### src/rtl/writeback_stage.sv
// Writeback stage: a registered write port with a one-entry skid buffer in front of it.
// Optional feature macro: WB_LOAD_EXT_EN. When defined, load data is lane-extracted and extended.
// When undefined, mem_rdata passes through unchanged.
module writeback_stage #(
  parameter int DATA_W = 32,
  parameter int REG_AW = 5
) (
  input  logic              clk,
  input  logic              rst,
  input  logic              in_valid,
  output logic              in_ready,
  input  logic [DATA_W-1:0] alu_result,
  input  logic [DATA_W-1:0] mem_rdata,
  input  logic [DATA_W-1:0] link_addr,
  input  logic [1:0]        res_sel,
  input  logic              reg_write,
  input  logic [REG_AW-1:0] write_reg,
  input  logic [1:0]        load_size,
  input  logic [1:0]        byte_off,
  input  logic              load_signed,
  input  logic              wb_stall,
  input  logic              flush,
  output logic              rf_we,
  output logic [REG_AW-1:0] rf_waddr,
  output logic [DATA_W-1:0] rf_wdata,
  output logic [15:0]       retire_count
);

  logic [DATA_W-1:0] memData;
  logic [DATA_W-1:0] inData;
  logic              handshake;

  logic              outValid;
  logic              outRegWrite;
  logic [REG_AW-1:0] outAddr;
  logic [DATA_W-1:0] outData;

  logic              skidValid;
  logic              skidRegWrite;
  logic [REG_AW-1:0] skidAddr;
  logic [DATA_W-1:0] skidData;

`ifdef WB_LOAD_EXT_EN
  logic [31:0] memWord;
  logic [7:0]  memByte;
  logic [15:0] memHalf;

  // Pick the addressed byte/halfword lane and extend it to the full data width.
  always_comb begin
    memWord = mem_rdata[31:0];
    memByte = memWord[8*byte_off +: 8];
    memHalf = memWord[16*byte_off[1] +: 16];
    case (load_size)
      2'd0: begin
        if (load_signed) memData = DATA_W'($signed(memByte));
        else             memData = DATA_W'(memByte);
      end
      2'd1: begin
        if (load_signed) memData = DATA_W'($signed(memHalf));
        else             memData = DATA_W'(memHalf);
      end
      default: begin
        if (load_signed) memData = DATA_W'($signed(memWord));
        else             memData = DATA_W'(memWord);
      end
    endcase
  end
`else
  logic unusedLoadCtl;

  // Without extraction the load controls have no effect.
  always_comb begin
    memData       = mem_rdata;
    unusedLoadCtl = ^{load_size, byte_off, load_signed};
  end
`endif

  // Result source select; the reserved code produces zero so nothing stale leaks out.
  always_comb begin
    case (res_sel)
      2'd0:    inData = alu_result;
      2'd1:    inData = memData;
      2'd2:    inData = link_addr;
      default: inData = '0;
    endcase
  end

  assign in_ready  = ~skidValid;
  assign handshake = in_valid & in_ready;

  // Output register: holds under stall, otherwise drains the skid first, then takes new input.
  always_ff @(posedge clk or posedge rst) begin
    if (rst) begin
      outValid    <= 1'b0;
      outRegWrite <= 1'b0;
      outAddr     <= '0;
      outData     <= '0;
    end else if (flush) begin
      outValid <= 1'b0;
    end else if (!wb_stall) begin
      if (skidValid) begin
        outValid    <= 1'b1;
        outRegWrite <= skidRegWrite;
        outAddr     <= skidAddr;
        outData     <= skidData;
      end else if (handshake) begin
        outValid    <= 1'b1;
        outRegWrite <= reg_write;
        outAddr     <= write_reg;
        outData     <= inData;
      end else begin
        outValid <= 1'b0;
      end
    end
  end

  // Skid register: catches a handshake that the output register cannot take this cycle.
  always_ff @(posedge clk or posedge rst) begin
    if (rst) begin
      skidValid    <= 1'b0;
      skidRegWrite <= 1'b0;
      skidAddr     <= '0;
      skidData     <= '0;
    end else if (flush) begin
      skidValid <= 1'b0;
    end else if (wb_stall || skidValid) begin
      // Under stall the skid fills; while draining it refills only if a handshake coincides.
      if (!wb_stall) skidValid <= handshake;
      else if (handshake) skidValid <= 1'b1;
      if (handshake) begin
        skidRegWrite <= reg_write;
        skidAddr     <= write_reg;
        skidData     <= inData;
      end
    end
  end

  assign rf_we    = outValid & outRegWrite & (outAddr != '0);
  assign rf_waddr = outAddr;
  assign rf_wdata = outData;

  // Count writes that actually leave the port; a flush does not cancel one retiring now.
  always_ff @(posedge clk or posedge rst) begin
    if (rst) retire_count <= '0;
    else if (rf_we && !wb_stall) retire_count <= retire_count + 16'd1;
  end

endmodule

### config.mk
export PLATFORM = sky130hd
export DESIGN_NAME = writeback_stage
export DESIGN_NICKNAME = d
export VERILOG_FILES = /design/src/rtl/writeback_stage.sv
export SDC_FILE = /design/constraint.sdc
export NUM_CORES = 1
export LEC_CHECK = 0
export CAP_MARGIN = 20
export CORE_ASPECT_RATIO = 0.7
export CORE_MARGIN = 1
export CORE_UTILIZATION = 45
export CTS_CLUSTER_DIAMETER = 60
export DETAILED_ROUTE_END_ITERATION = 8
export DONT_BUFFER_PORTS = 1
export MAX_ROUTING_LAYER = met4
export SETUP_SLACK_MARGIN = 0.5
export SYNTH_ARGS = -nofsm -noshare
export SYNTH_HDL_FRONTEND = slang
export SYNTH_SLANG_ARGS = --single-unit
### constraint.sdc
create_clock -name clk -period 3.9 [get_ports clk]
set_input_delay 0.585 -clock clk [delete_from_list [all_inputs] [get_ports clk]]
set_output_delay 0.585 -clock clk [all_outputs]
set_load 0.01 [all_outputs]
run_1/met2.png
The bar under the picture is 20 µm long.
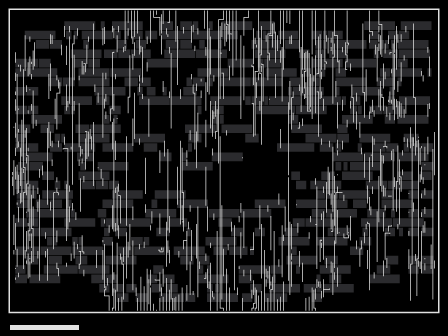
nets with wire on the layer	419
longest straight run	49.8 µm
share of all routed wire	45%

run_1/zoom.png
The bar under the picture is 5 µm long. Window x 21 to 41, y 56 to 76 µm. Cells in grey, sequential cells in the stronger grey; small squares are vias.
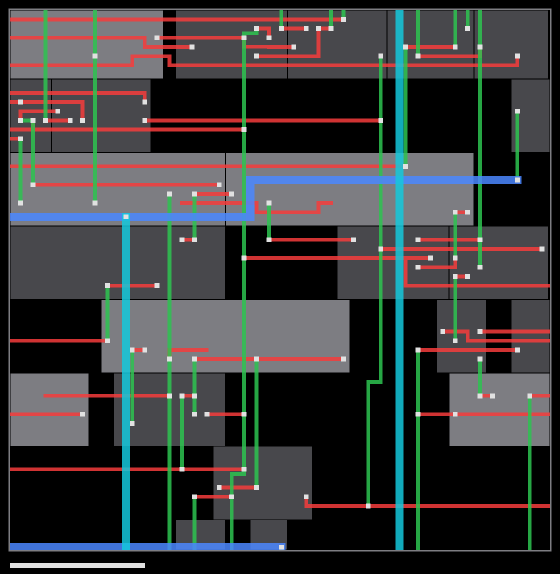
layer	colour
met4	cyan
met1	red
met2	green
met3	blue
sequential cells in the window	4
most frequent	mux2i_1 (4), dfrtp_1 (4), mux2_2 (3)
cells with their middle in the window	16
netlist names of flops here include	`skidData` (4)

run_1/met3.png
The bar under the picture is 20 µm long.
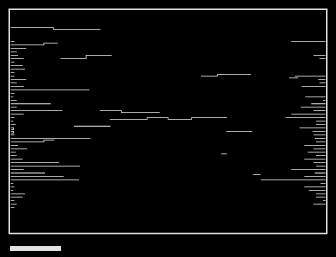
nets with wire on the layer	91
wire length on this layer	770 µm
main direction	horizontal
longest straight run	31.1 µm
share of all routed wire	8.1%

run_1/met1.png
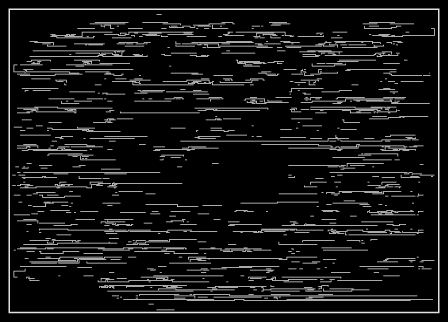
longest straight run	54.3 µm
nets with wire on the layer	423
share of all routed wire	46%

==> run 1: path summary, 6_finish.rpt <==
kind,startpoint,endpoint,depth (start not counted)
setup reg to reg,skidValid,rf_wdata[5],5
max in group asynchronous,rst,rf_wdata[20],4
min in group asynchronous,rst,rf_wdata[8],2
hold / removal,flush,skidValid,1
setup / recovery,skidValid,in_ready,1
hold reg to reg,skidAddr[0],skidAddr[0],1
==> run 1: where the power goes <==
group | switching (µW) | internal [µW] | total, µW
Sequential | 163 | 1150 | 1310
Combinational | 147 | 177 | 324
Clock | 367 | 515 | 882
==> run 1: synthesized netlist by cell type, drive strengths merged <==
library cell	number	area, µm²
and2	1	6.26
and3b	1	8.76
and4	1	8.76
and4bb	1	12.5
buf	20	135
clkbuf	9	33.8
dfrtp	94	2350
ha	1	12.5
inv	6	22.5
mux2	39	443
mux2i	70	701
nand2	42	158
nand3	4	20.0
nand3b	1	7.51
nand4	2	18.8
nor2	8	30.0
nor2b	1	6.26
nor3	4	20.0
nor3b	2	15.0
nor4	2	12.5
nor4b	1	15.0
o211a	1	10.0
o211ai	1	12.5
o21ai	39	206
o2bb2ai	32	280
or3	1	6.26
or4	1	11.3
xnor2	4	35.0
xor2	11	96.3
==> run 1: layout by cell type, fill, tap and decap left out, types with 3 or more instances in the layout <==
master     netlist  layout
clkbuf_16        0       9
o21ai_0         27      27
o2bb2ai_1       32      32
xnor2_1          4       4
dfrtp_1         94      94
nand2_1         42      42
nand3_1          4       4
nor3_1           4       4
xor2_1          11      11
buf_4            4       3
o21ai_1         11      11
mux2i_1         70      70
inv_1            5       4
mux2_2          38      38
nor2_1           8       8
==> run 1: layout make-up <==
class                           count  area, µm²  share of cell area, %
Clock buffer                       11        243                   4.77
Sequential cell                    94       2350                   46.3
Multi-Input combinational cell    271       2160                   42.4
Timing Repair Buffer                6       87.6                   1.72
Clock inverter                      5       58.8                   1.16
Inverter                            6       25.0                  0.492
Tap cell                          128        160                   3.15
==> run 1: logic make-up after synthesis <==
logic type               Yosys count  share of synthesized area, %
XOR/XNOR                          15                          2.80
adder cells (fa/ha/maj)            1                         0.266
AND/OR/NAND/NOR                   73                          7.59
flip-flops                        94                          50.1
multiplexers                     109                          24.3
buffers and inverters             35                          4.08
AND-OR/OR-AND                     73                          10.8
==> run 1: registers in the layout (all words and copies together), names as in the netlist <==
name	cells
skidAddr	5
rf_waddr	5
outValid	1
skidValid	1
skidData	32
rf_wdata	32
retire_count	16
skidRegWrite	1
outRegWrite	1
==> run 1: layer usage <==
metal,GRT usage (%),up-vias,share of wire (%)
li1,-,1407,-
met1,24.8,1438,46
met2,28.2,107,45
met3,6.87,8,8.1
met4,5.19,0,0.93
met5,-,-,0
==> run 1: per-stage QoR <==
stage                     power [µW]  utilization (%)  worst slack (ns)
after floorplan                 1580                -             0.866
after global routing            2660             51.3              1.48
after detailed placement        1660             47.6              1.62
after CTS                       2560             50.6              1.55
after global placement          1640             47.6              1.64
final                           2520             51.3              1.60
==> run 1: repair_timing <==
| item | in CTS | in global routing |
|---|---|---|
| resized | 0 | 0 |
| endpoints found under the setup margin | 0 | 0 |
| hold buffers | 0 | 1 |
| endpoints found under the hold margin | 0 | 6 |
==> flow_summary.yaml, run 1 <==
# generated from flow reports
sta:
  timing.hold.ws_ns: 0.324
  maxSlewViolCount: 0
  hold_viol: 0
  finalClockPeriodUsage_pct: 58.9
  maximum_operating_frequency_mhz: 435
  unrepaired_setup_endpoints_after_global_routing: "no"
  transition_time_at_the_pin_with_the_least_slew_margin_ns: 1.06
  fin_setup_tns_ns: 0
  setup_violations: 0
  relSlewSlack_pct: 29.5
  worst_clock_skew_ns: 0.00558
  finalWorstPathRequiredPeriod_ns: 2.30
global_route:
  overflow: 0
  wire_length_of_the_first_global_routing_pass_mm: 15.1
  grt_start_max_net_pins: 80
  antenna_found_initial: 0
  via_count_of_the_first_global_routing_pass: 2878
  grt_util_all_layers_pct: 19.1
detailed_routing:
  ant_nets: 0
  post_drt_via_cell_ratio: 5.68
  drt_first_pass_iters: 4
  drt_iter0_markers: 114
  drt-wirelength-per-cell_um: 18.3
  remaining_drc_errors: 0
  route.final.wire_length_mm: 9.54
  via_count: 2960
clock_tree:
  ctsHtreeMaxLevel: 3
  clkSlewWorstSetupHoldPaths_ns: 0.06
  cts_root_buf: "clkbuf_16"
  tritoncts_num_sinks: 94
  cts.repair_timing.setup_buffer_count: 0
  tritoncts.num_buffers: 9
  clk-insertion-delay-late_ns: 0.34
  cts.path.max_buffers: 2
  clock_tree_from_tritoncts: "built"
critical_path:
  start_kind: "flip-flop"
  family_of_cells_with_the_greatest_summed_delay_on_the_critical_path: "buffers and inverters"
  worst_ep_required_time_ns: 3.31
  worstSetupEndpointType: "primary output"
  crit_path_cell_trace: "inv_2"
  worst-r2r-setup-slack_ns: 1.69
  timing.critical_path.fanout_max: 33
  worst_ep_arrival_time_ns: 1.71
  crit_type: "reg2out"
  critical_path.slowest_cell: "inv_2"
  critPathBufInv: 1
  max_stage_delay_on_crit_path_ns: 0.84
synth:
  yosys_area_um2: 4700
  mappedNetlistArea_um2: 4700
  yosys-stat-cells: 400
  ys.warnings.count: 0
  syn_inst: 400
  number_of_distinct_library_cells_after_synthesis: 36
  avgSynthCellArea_um2: 11.7
  synth.ff_latch_count: 94
  synth_nets: 515
  yosys.stat.seqShare_pct: 50.1
final_layout:
  share_of_cells_above_drive_strength_1_pct: 17.6
  non_filler_instance_count_after_layout: 521
  diodes: 0
  final_cell_area_um2: 5080
  num-fill-cells: 871
  final_nets: 503
  area_growth_pct: 8.23
floorplan:
  die_height_um: 87.5
  ios: 169
  design.core.area_um2: 9910
  row_count: 30
  chip_area_um2: 10900
  dieWidth_um: 124
  initCoreUtil_pct: 47.4
power_and_ir_drop:
  power_per_cell_area_nw_per_um2: 495
  max-vdd-ir-drop_mv: 0.197
  cellLeakagePower_uw: 0.00245
flow_run:
  tool_warnings: 31
  maxcap_violations: 0
placement:
  post_dp_cell_area_um2: 4720
  dpl.hpwl_mm: 6.31
  globalplace.congestion: 0.701
  dp.cells: 502
  port-buffer-count: 0
hold_path:
  timing.hold.worst.class: "in2reg"
run_status:
  status: "completed"
run_1/final_congestion.png
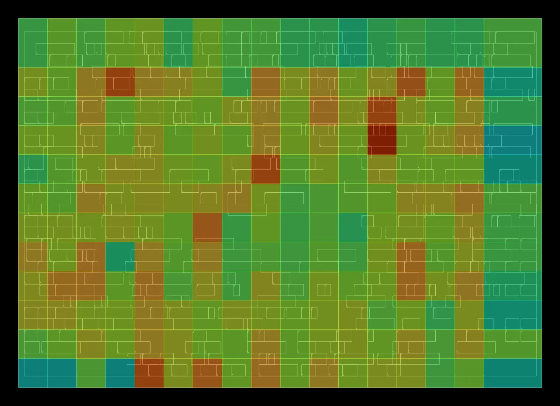

--- run 2 (diff from run 1) ---
- clock period: 3.9 -> 2.4 ns (I/O delays scaled with it)
run_2/final_congestion.png
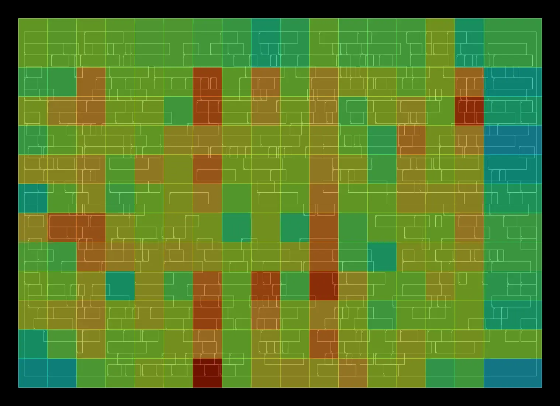
utilization after layout: 52.1%
GRT Max-Usage Layer: met2
GR Layer Usage met2: 29.9%
global routing usage summed across all routing layers: 19.7%
mean routed wirelength per cell: 18.7 µm

run_2/met2.png
The bar under the picture is 20 µm long.
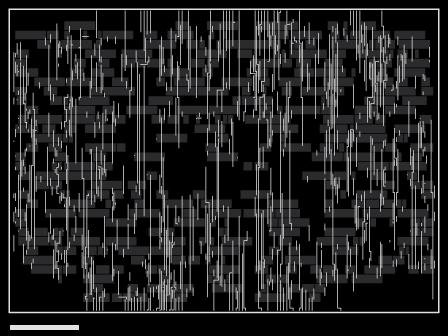
Vias: 2975
total wire length: 9.88 mm

==> run 2 against run 1 <==
Effect of this change: sequential power up 63%; via count is 0.51% higher; core utilization is 0.85 points higher; largest cell class unchanged; synthesized cell count is the same; largest power group unchanged.
==> flow_summary.yaml, run 2 <==
# generated from flow reports
run_status:
  status: "completed"
floorplan:
  ios: 169
  row_count: 30
  initCoreUtil_pct: 47.4
critical_path:
  family_of_cells_with_the_greatest_summed_delay_on_the_critical_path: "simple AND/OR/NAND/NOR gates"
  crit_type: "reg2out"
  worst_ep_required_time_ns: 2.04
  critical_path.slowest_cell: "or4_4"
  worstSetupEndpointType: "primary output"
  max_stage_delay_on_crit_path_ns: 0.57
  critPathBufInv: 0
synth:
  synth_area_leader_cell: "dfrtp_1"
  flop_cell: "dfrtp_1"
  number_of_distinct_library_cells_after_synthesis: 36
  yosys_area_um2: 4700
  yosys.stat.seqShare_pct: 50.1
  syn_inst: 400
  synth.ff_latch_count: 94
  enable_flop_cells: 0
  synth.top_cell.area_share_pct: 50.1
global_route:
  grt_start_max_net_pins: 86
clock_tree:
  cts_root_buf: "clkbuf_16"
  ctsHtreeMaxLevel: 3
  clkSlewWorstSetupHoldPaths_ns: 0.07
  clock_tree_from_tritoncts: "built"
  clk-insertion-delay-late_ns: 0.34
detailed_routing:
  post_drt_via_cell_ratio: 5.63
final_layout:
  final_nets: 510
  diodes: 0
  lay_top_cells: "dfrtp_1, mux2i_1, nand2_1, mux2_2, o2bb2ai_1"
  final_cell_area_um2: 5170
placement:
  dpl.hpwl_mm: 6.75
  post_dp_cell_area_um2: 4790
power_and_ir_drop:
  power_frac_comb_pct: 13.2
  power_per_cell_area_nw_per_um2: 801
  intPower_uw: 3010
  cellLeakagePower_uw: 0.00247
run_2/zoom.png
The bar under the picture is 5 µm long. Window x 21 to 41, y 56 to 76 µm. Cells in grey, sequential cells in the stronger grey; small squares are vias.
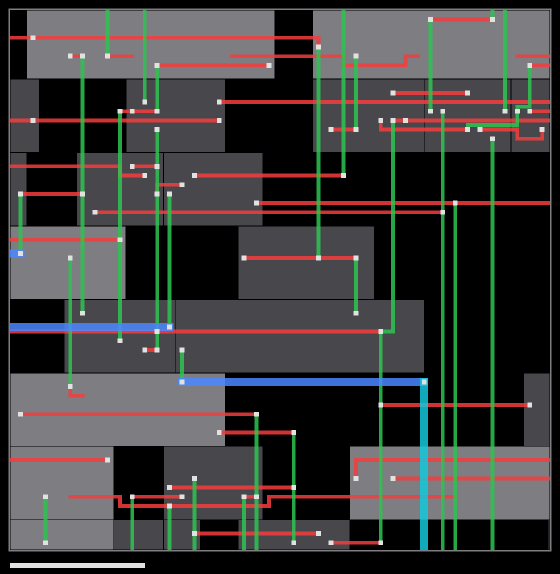

-- run 2: cell counts after synthesis --
No cell type changed its count.
-- run 2: area by class of cell --
cell class	count	area, µm²
Fill cell	876	4740
Sequential cell	94	2350
Timing Repair Buffer	13	141
Inverter	6	27.5
Tap cell	128	160
Clock inverter	6	70.1
Clock buffer	10	239
Multi-Input combinational cell	271	2180
-- run 2: cells by family after synthesis --
family | count (synthesis) | share of synthesized area (%)
buf+inv | 35 | 4.08
simple gates | 73 | 7.59
mux | 109 | 24.3
xor+xnor | 15 | 2.80
flops | 94 | 50.1
fa+ha+maj | 1 | 0.266
compound gates | 73 | 10.8
-- run 2: final timing paths --
path                              start                to  slack, ns  depth (start not counted)
max in group asynchronous           rst       skidAddr[0]       1.26                          3
min in group asynchronous           rst  retire_count[12]       0.43                          2
hold / removal                    flush         skidValid       0.09                          1
hold reg to reg            skidData[10]      skidData[10]       0.51                          1
setup reg to reg            rf_waddr[3]   retire_count[1]       0.53                          5
setup / recovery            rf_waddr[3]             rf_we       0.45                          2
-- run 2: stage by stage --
stage | worst slack, ns | power [µW] | hold WS [ns]
floorplan | 0.720 | 2580 | 0.430
global placement | 0.620 | 2670 | 0.180
detailed placement | 0.595 | 2710 | 0.186
CTS | 0.428 | 4190 | 0.0716
global route | 0.393 | 4370 | 0.0592
finish | 0.447 | 4140 | 0.0858
-- run 2: layer usage --
layer	global-route usage, %	routed length, µm
met5	-	0
met4	5.09	85
met3	8.70	862
met2	29.9	4570
met1	23.8	4360
-- run 2: repair_timing --
action,CTS,global route
setup endpoints to repair,1,46
hold buffers,1,0
buffers inserted,1,3
pin swaps,1,1
endpoints found under the hold margin,9,0
resized,1,4
-- run 2: power by group through the flow --
| stage | Combinational [µW] | Sequential, µW | Clock (µW) |
|---|---|---|---|
| finish | 546 | 2130 | 1470 |
| global route | 623 | 2170 | 1570 |
| CTS | 551 | 2140 | 1500 |
| detailed placement | 543 | 2160 | 0 |
| global placement | 518 | 2150 | 0 |
| floorplan | 477 | 2100 | 0 |
run_2/met3.png
The bar under the picture is 20 µm long.
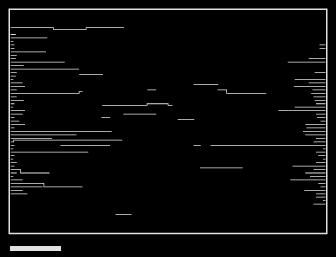

--- run 3 (diff from run 2) ---
- clock period: 2.4 -> 1.8 ns (I/O delays scaled with it)
run_3/met3.png
The bar under the picture is 20 µm long.
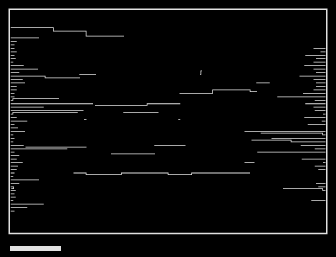
Vias: 3308
total wire length: 12.6 mm
met3 capacity usage during global routing: 8.12%

run_3/met2.png
The bar under the picture is 20 µm long.
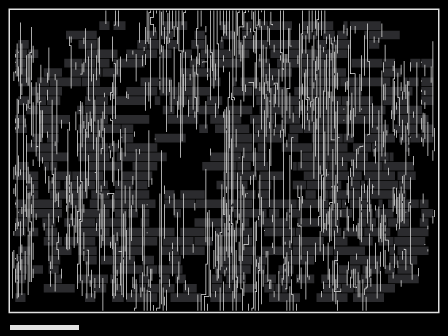
main direction	vertical
longest straight run	44.5 µm
wire length on this layer	5840 µm
share of all routed wire	47%
GR Layer Usage met2: 37.7%

==> run 3 against run 2 <==
Effect of this change: the flow now finishes with violations (negative setup slack); area after synthesis is the same; register-to-register slack lost 0.50 ns; critical path depth is the same; final area grew 23%; core utilization grew 12 points; routed wire length grew 27%; first-iteration DRC count shrank 31%.
==> flow_summary.yaml, run 3 <==
# generated from flow reports
global_route:
  via_count_of_the_first_global_routing_pass: 3383
  antenna_found_initial: 0
  grt_util_all_layers_pct: 25.0
  grt_start_max_net_pins: 44
  overflow: 0
power_and_ir_drop:
  switching_power_uw: 1710
  pwr-share-seq_pct: 46.8
  max-vdd-ir-drop_mv: 0.507
  power_per_cell_area_nw_per_um2: 969
  power_frac_comb_pct: 20.2
  cellLeakagePower_uw: 0.00303
  switching_share_pct: 27.8
  clockPowerShare_pct: 33.0
  intPower_uw: 4440
run_status:
  violations: "negative setup slack"
  status: "finished with violations"
synth:
  mappedNetlistArea_um2: 4700
  enable_flop_cells: 0
  number_of_distinct_library_cells_after_synthesis: 36
  synth.top_cell.area_share_pct: 50.1
  netlist.top_cell.by_instances: "dfrtp_1"
  avgSynthCellArea_um2: 11.7
  ys.warnings.count: 0
  flop_cell: "dfrtp_1"
  yosys_area_um2: 4700
  syn_inst: 400
  synth.ff_latch_count: 94
  yosys.stat.seqShare_pct: 50.1
  synth_area_leader_cell: "dfrtp_1"
detailed_routing:
  drt_first_pass_iters: 4
  post_drt_via_cell_ratio: 5.84
  drt-wirelength-per-cell_um: 22.2
  drt_iter0_markers: 91
clock_tree:
  cts.path.max_buffers: 2
  clk-insertion-delay-late_ns: 0.34
  clkSlewWorstSetupHoldPaths_ns: 0.07
  ctsHtreeMaxLevel: 3
  clock_tree_from_tritoncts: "built"
  cts_root_buf: "clkbuf_16"
flow_run:
  maxcap_violations: 0
floorplan:
  dieWidth_um: 124
  row_count: 30
  die_height_um: 87.5
  ios: 169
  initCoreUtil_pct: 47.4
final_layout:
  logic_area_um2: 2560
  mostFrequentLayoutCell: "dfrtp_1"
  area_growth_pct: 34.9
  register_area_um2: 2350
  diodes: 0
  final_cell_area_um2: 6340
  num-fill-cells: 745
  final_nets: 549
  lay_top_cells: "dfrtp_1, mux2i_1, mux2_4, o21ai_2, o2bb2ai_1"
hold_path:
  timing.hold.worst.class: "in2reg"
critical_path:
  worstSetupEndpointType: "primary output"
  worst_ep_required_time_ns: 1.53
  timing.critical_path.fanout_max: 3
  crit_type: "reg2out"
  critPathBufInv: 0
  critical_path.slowest_cell: "or4_4"
  family_of_cells_with_the_greatest_summed_delay_on_the_critical_path: "simple AND/OR/NAND/NOR gates"
  max_stage_delay_on_crit_path_ns: 0.56
  crit_path_cell_trace: "or4_4 -> o211a_4"
sta:
  worst_clock_skew_ns: 0.00453
  transition_time_at_the_pin_with_the_least_slew_margin_ns: 0.419
  timing.final.ws_setup_ns: -0.0170
  setup_violations: 1
  hold_viol: 0
  finalWorstPathRequiredPeriod_ns: 1.82
  unrepaired_setup_endpoints_after_global_routing: "yes"
placement:
  dpl.hpwl_mm: 7.31
  port-buffer-count: 0
  globalplace.congestion: 0.770
  post_dp_cell_area_um2: 5070
run_3/met1.png
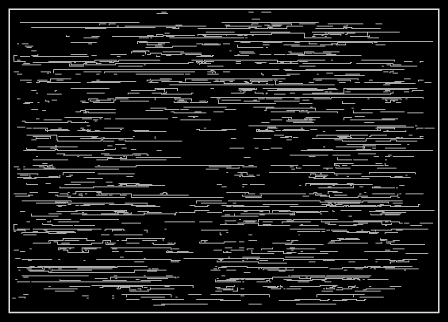
wire length on this layer	5740 µm
main direction	horizontal
longest straight run	65.3 µm
GR met1 Demand/Resource: 32.8%

## run 3: logic make-up after synthesis
| logic type | Yosys count | share of synthesized area [%] |
|---|---|---|
| AOI/OAI and AO/OA | 73 | 10.8 |
| buffers and inverters | 35 | 4.08 |
| DFF | 94 | 50.1 |
| and+or+nand+nor | 73 | 7.59 |
| muxes | 109 | 24.3 |
| xor gates and xnor gates | 15 | 2.80 |
| adders and majority gates | 1 | 0.266 |
## run 3: repair_timing
item                       4_1_cts  5_1_grt
gates resized                   79       19
hold endpoints to repair        16        0
buffers inserted                17        3
gates cloned                    13        1
hold buffers                     2        0
setup endpoints to repair       95       95
pin swaps                       42        7
## run 3: per-layer routing
layer,GRT usage [%],wire length [µm]
met2,37.7,5840
met5,-,0
met3,8.12,893
met1,32.8,5740
met4,5.41,85
## run 3: worst paths after layout
path	slack, ns	start	depth (start not counted)	to
worst max-delay path	-0.02	rf_waddr[2]	2	rf_we
worst min-delay path	0.07	wb_stall	1	skidValid
worst max register to register	0.03	rf_waddr[2]	5	retire_count[1]
worst min register to register	0.51	skidData[12]	1	skidData[12]
max in group asynchronous	0.84	rst	3	skidData[1]
min in group asynchronous	0.40	rst	2	rf_waddr[4]
## run 3: cell type report
cell class	count	share of cell area, %
multi-input combinational	271	40.4
sequential	94	37.1
timing repair buffer	52	14.4
clock buffer	9	3.55
tap	128	2.53
clock inverter	6	1.38
inverter	6	0.533
## run 3: power groups by stage
stage	Clock (µW)	Combinational [µW]	Sequential (µW)
final	2020	1240	2880
after global routing	2150	1350	2920
after CTS	2070	1190	2860
after detailed placement	0	931	2880
after global placement	0	896	2870
after floorplan	0	780	2800
## run 3: through the flow
stage	hold slack [ns]	power, µW	setup WS [ns]	utilization [%]	instances
3_3_place_gp	0.166	3760	0.0900	51.2	515
2_1_floorplan	0.340	3580	0.120	-	400
3_5_place_dp	0.166	3810	0.0719	51.2	515
5_1_grt	0.0582	6420	-0.0551	64.0	566
6_report	0.0724	6140	-0.0170	64.0	566
4_1_cts	0.0589	6120	-0.0194	62.6	562
Power figures rest on the tool's default switching activity, not on a simulated workload.
